Design p2s_tx_scheduler, sky130hd; sources not shown.
**Run 1: placement by cell class**

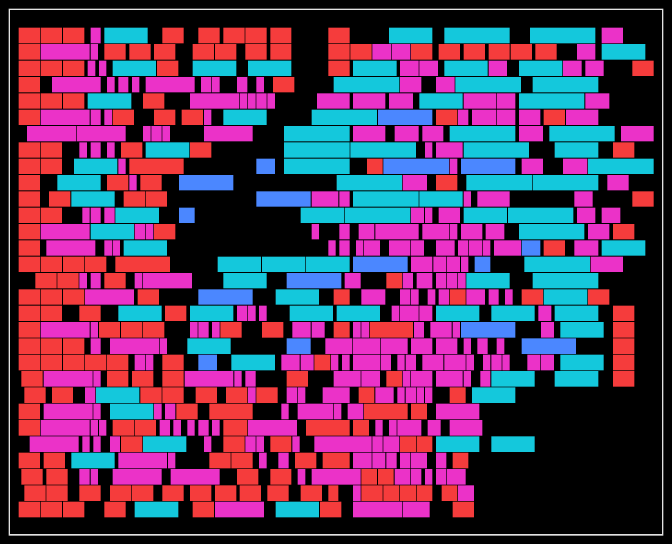
colour	class	cells	share of their area
magenta	remaining logic cells	263	36%
cyan	registers	77	29%
red	remaining buffers and delay cells	180	30%
blue	clock drivers and dummy loads	16	5.1%
flop share of the area: 0.286
area of all placed cells without fillers: 0.00623 sq mm
core utilization of the finished layout: 0.722

**Run 1: selected gate families**

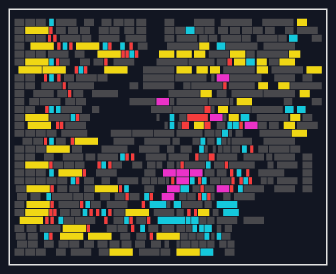
colour	family	cells
magenta	fa/ha/maj cells	11
yellow	mux cells	53
red	nand cells	77
cyan	aoi and oai cells	63
most common library cell in the layout ignoring fill and taps: sky130_fd_sc_hd__clkdlybuf4s50_1
fin cells: 648
combinational fraction of the cell area: 0.345

**Run 1: sequential cells coloured by netlist name**

Other sequential cells in the stronger grey, the rest of the logic in the fainter grey.
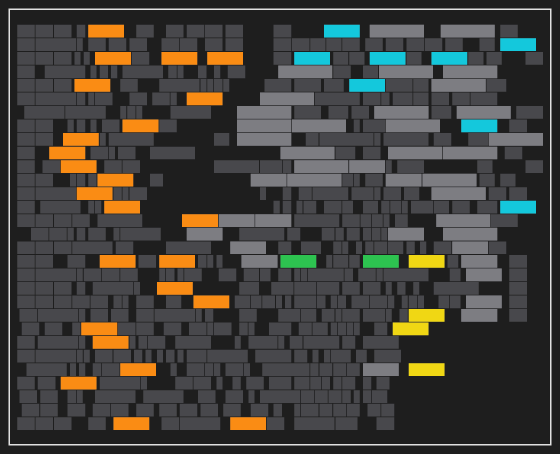
colour	signal	flops
green	state	2
cyan	tx_data	8
orange	p2s_data	24
yellow	grant_oh	4
power consumed by sequential cells: 1.01 mW
sequential standard cell area: 0.00178 sq mm

**Run 1: clock distribution**

Bar = 20 um.
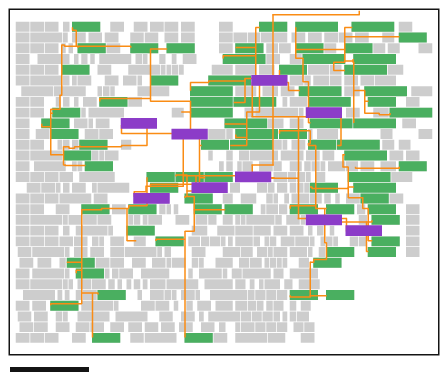
[purple] clock-net drivers | count: 9
[orange] clock wires | length: 942 um
[green] flip-flops | count: 77
flops lie	all over the die
clk latency late pin: 330 ps
Clk pwr share: 0.383

==> summary.txt, run 1 <==
The synthesis and place-and-route flow finished, so here is a summary.

The remaining design rule violation count is 0. The total congestion overflow came out at 0. The cell type contributing the most total cell area after synthesis is sky130_fd_sc_hd__dfxtp_1. For this run, the script counts the antenna cells in the layout as 0. The number of buffers inserted during clock tree synthesis is 9. The layout net count came out at 655. Looking at the max-slew report, the worst-margin pin has a slew of 733 ps. STA classifies the critical path startpoint as a primary input. Derived from the worst setup path, the maximum achievable clock frequency is 292 MHz.

Counting instances, the worst hold path has a depth of 2. Dividing the detail-routed via count by the number of cells gives 5.58. In this run the static leakage power is 2.35 nW.

The flow ran to the end, and the final reports show no timing, DRC or antenna violations. The total clock sinks came out at 77. Per the synth stats, the proportion of register bits with asynchronous set or reset is 0. The chip width came out at 109 um. The share of the clock period used by the worst path came out at 0.988. The largest vdd supply drop is 0.310 mV. The number of cell rows is 30. The worst path meets setup with 41.4 ps of slack. The combined buffer and inverter count along the critical path came out at 4. The number of ports placed on the die boundary came out at 154.
-- run 1: what timing repair did --
| item | CTS | global route |
|---|---|---|
| hold buffers | 0 | 0 |
| endpoints found under the setup margin | 0 | 10 |
| gates resized | 0 | 3 |
| setup buffers | 0 | 1 |
-- run 1: cell families (layout without fill, tap and decap cells) --
kind of cell	after synthesis	in the layout	share of synthesized area
buffers and inverters	32	204	0.0435
AOI/OAI and AO/OA	81	81	0.138
DFF	77	77	0.436
and+or+nand+nor	110	110	0.127
adders and majority gates	11	11	0.0337
muxes	53	53	0.222
-- run 1: synthesized netlist by cell type, types with 7 or more instances --
cell type and n:
sky130_fd_sc_hd__nor2_1 9, sky130_fd_sc_hd__a22o_1 8, sky130_fd_sc_hd__ha_1 11, sky130_fd_sc_hd__buf_4 7, sky130_fd_sc_hd__mux2i_1 10, sky130_fd_sc_hd__o2bb2ai_1 7
sky130_fd_sc_hd__mux2_4 8, sky130_fd_sc_hd__mux2_2 9, sky130_fd_sc_hd__dfxtp_1 53, sky130_fd_sc_hd__edfxtp_1 24, sky130_fd_sc_hd__a21oi_1 37, sky130_fd_sc_hd__mux4_2 26
sky130_fd_sc_hd__nand2_1 71
-- run 1: through the flow --
stage / instance area (sq um) / setup TNS, ps
6_report: 6230 / 0
5_1_grt: 6230 / -286
4_1_cts: 6150 / 0
3_5_place_dp: 5840 / -5620
3_3_place_gp: 5840 / -3550
2_1_floorplan: 4090 / 0
-- run 1: final cells by class --
cell class / count / area (sq um) / area share
Tap cell: 112 / 140 / 0.0225
Timing Repair Buffer: 180 / 1820 / 0.292
Sequential cell: 77 / 1780 / 0.286
Inverter: 8 / 30.0 / 0.00482
Clock inverter: 7 / 82.6 / 0.0133
Clock buffer: 9 / 225 / 0.0361
Multi-Input combinational cell: 255 / 2150 / 0.345
-- run 1: routing by layer --
layer  track usage  vias up  wire [um]
met5             0        -          0
met4         0.104        0        279
met3        0.0785       21       1020
met2         0.440      160       6160
met1         0.294     1750       4510
li1              -     1687          -
-- run 1: tightest hold or removal path: stages (launching register included) --
cell,delay [ps]
sky130_fd_sc_hd__dfxtp_1,310
sky130_fd_sc_hd__nand2_1,50
sky130_fd_sc_hd__a21oi_1,50
-- run 1: power breakdown --
part | total (mW) | internal (mW) | switching [mW]
Sequential | 1.01 | 0.977 | 0.0354
Combinational | 0.545 | 0.329 | 0.216
Clock | 0.966 | 0.568 | 0.398
Total | 2.52 | 1.87 | 0.649
--- run 2 (diff from run 1) ---
--- a/config.mk
+++ b/config.mk
@@ -6,7 +6,7 @@
 export NUM_CORES = 1
 export LEC_CHECK = 0
 export ABC_CLOCK_PERIOD_IN_PS = 3470
-export CAP_MARGIN = 20
+export CAP_MARGIN = 40
 export CORE_ASPECT_RATIO = 0.8
 export CORE_UTILIZATION = 45
 export DETAILED_ROUTE_END_ITERATION = 8
**Run 2: clock nets**

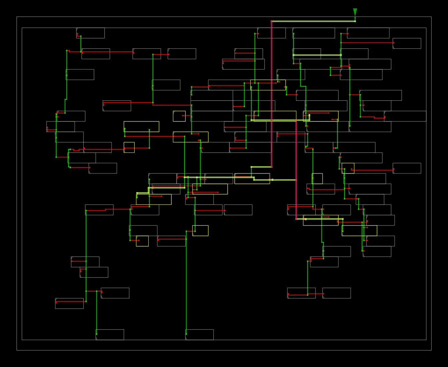
TritonCTS Buffers: 9
TritonCTS sink count: 77

**Run 2: sequential cells coloured by netlist name**

Other sequential cells in the stronger grey, the rest of the logic in the fainter grey.
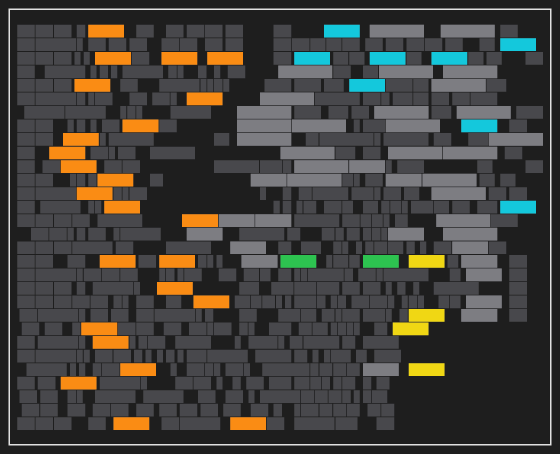
colour	signal	flops
green	state	2
cyan	tx_data	8
orange	p2s_data	24
yellow	grant_oh	4
not coloured	39

==> run 2 against run 1 <==
Net effect: total power is the same; via count did not move; synthesized cell count unchanged; largest power group unchanged; first-iteration DRC count unchanged; die size unchanged; critical path depth unchanged.
==> summary.txt, run 2 <==
The synthesis and place-and-route flow finished, so here is a summary.

Result of the run: complete, no violations (unchanged). The total congestion overflow came out at 0 (unchanged). The number of iterations in the first detailed-routing pass came to 5 (unchanged).

The area of the multi-input gates is 0.00215 sq mm (unchanged). The number of stages on the worst hold path is 2 (unchanged). The post-detailed-route via-to-cell ratio was 5.58 (unchanged). The cell type contributing the most total cell area after synthesis is sky130_fd_sc_hd__dfxtp_1 (unchanged). The post-synthesis share of cell area spent on and, or, nand and nor gates came out at 0.127 (unchanged). The dominant logic cell type in the layout is sky130_fd_sc_hd__clkdlybuf4s50_1 (unchanged). The hold-fix buffer count after cts is 0 (unchanged). The share of the clock period used by the worst path was 0.988 (unchanged). The number of ports placed on the die boundary came to 154 (unchanged). The combinational power share is 0.216 (about the same). The number of antenna diodes is 0 (unchanged). The clock network latency to the later pin of the worst-skew pair is 330 ps (about the same). The critical path startpoint category is a primary input (unchanged).

Top post-synthesis cells by count: sky130_fd_sc_hd__nand2_1, sky130_fd_sc_hd__dfxtp_1, sky130_fd_sc_hd__a21oi_1, sky130_fd_sc_hd__mux4_2, sky130_fd_sc_hd__edfxtp_1 (unchanged). The part of the total power dissipated in sequential elements came out at 0.401 (about the same). The synthesized-area fraction occupied by xor and xnor cells came out at 0 (unchanged). The net load switching power came out at 649 uW (unchanged). The proportion of synthesized area in mux cells came out at 0.222 (unchanged). The most frequently used cell type in the post-synthesis netlist is sky130_fd_sc_hd__nand2_1 (unchanged). The leakage power summed over all cells is 2.35 nW (unchanged).

The largest vdd supply drop was 0.310 mV (unchanged). The largest family of logic cells by area is multiplexers (unchanged). The slew at the pin closest to its max-slew limit came to 733 ps (unchanged). The internal power is 1.87 mW (unchanged). The post-route standard cell area excluding fillers came out at 0.00623 sq mm (unchanged). The relative contribution of the clock network to total power is 0.383 (about the same). The instance area at placement is 0.00584 sq mm (unchanged). The sequential standard cell area came to 0.00178 sq mm (unchanged).

The number of cell rows came to 30 (unchanged). The final worst-path setup slack came out at 41.4 ps (unchanged). The share of synthesized cell area in and-or and or-and compound cells is 0.138 (unchanged).

The remaining design rule violation count was 0 (unchanged). The share of synthesized cell area in full adder, half adder and majority cells is 0.0337 (unchanged). The layout net count came out at 655 (unchanged).
**Run 2: selected gate families**

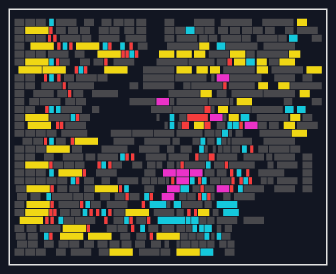
colour	family	cells
cyan	aoi and oai cells	63
yellow	mux cells	53
magenta	fa/ha/maj cells	11
red	nand cells	77

==> run 2: power by group through the flow <==
stage	registers [mW]	clock network, mW	logic [mW]
after global routing	1.02	1.02	0.585
after CTS	1.01	0.977	0.532
after global placement	1.03	0	0.516
final	1.01	0.966	0.545
after floorplan	1.04	0	0.242
after detailed placement	1.03	0	0.529
==> run 2: worst max-delay path, stage by stage <==
cell and delay, ps:
sky130_fd_sc_hd__clkdlybuf4s50_1 470, sky130_fd_sc_hd__buf_4 170, sky130_fd_sc_hd__and3b_1 200, sky130_fd_sc_hd__a21oi_1 50
sky130_fd_sc_hd__o41ai_2 450, sky130_fd_sc_hd__a2bb2oi_4 190, sky130_fd_sc_hd__buf_12 140, sky130_fd_sc_hd__clkbuf_16 170
sky130_fd_sc_hd__mux4_2 490, sky130_fd_sc_hd__nand2_1 80, sky130_fd_sc_hd__a21oi_1 60
==> run 2: area by class of cell <==
type                    count  area share
well taps                 112      0.0225
repair buffers            180       0.292
inverters                   8     0.00482
clock buffers               9      0.0361
clock inverters             7      0.0133
flip-flops and latches     77       0.286
multi-input cells         255       0.345
==> run 2: stage by stage <==
stage,hold WS [ps],TNS (ps),utilization,std cells
floorplan,330,0,-,364
global placement,343,-3550,0.677,629
detailed placement,346,-5620,0.677,629
CTS,354,0,0.713,645
global route,382,-286,0.722,648
finish,353,0,0.722,648
==> run 2: timing repair <==
action                     CTS  global route
setup buffers                0             1
setup endpoints to repair    0            10
resized                      0             3
==> run 2: cell families (layout without fill, tap and decap cells) <==
logic type | Yosys count | in the layout
AND/OR/NAND/NOR | 110 | 110
AND-OR/OR-AND | 81 | 81
flip-flops | 77 | 77
multiplexers | 53 | 53
buffers and inverters | 32 | 204
adder cells (fa/ha/maj) | 11 | 11
==> run 2: per-layer routing <==
metal  wire length [um]  track usage  up-vias
met3               1020       0.0785       21
met5                  0            0        -
met2               6160        0.440      160
li1                   -            -     1687
met1               4510        0.294     1750
met4                279        0.104        0
Power figures rest on the tool's default switching activity, not on a simulated workload.
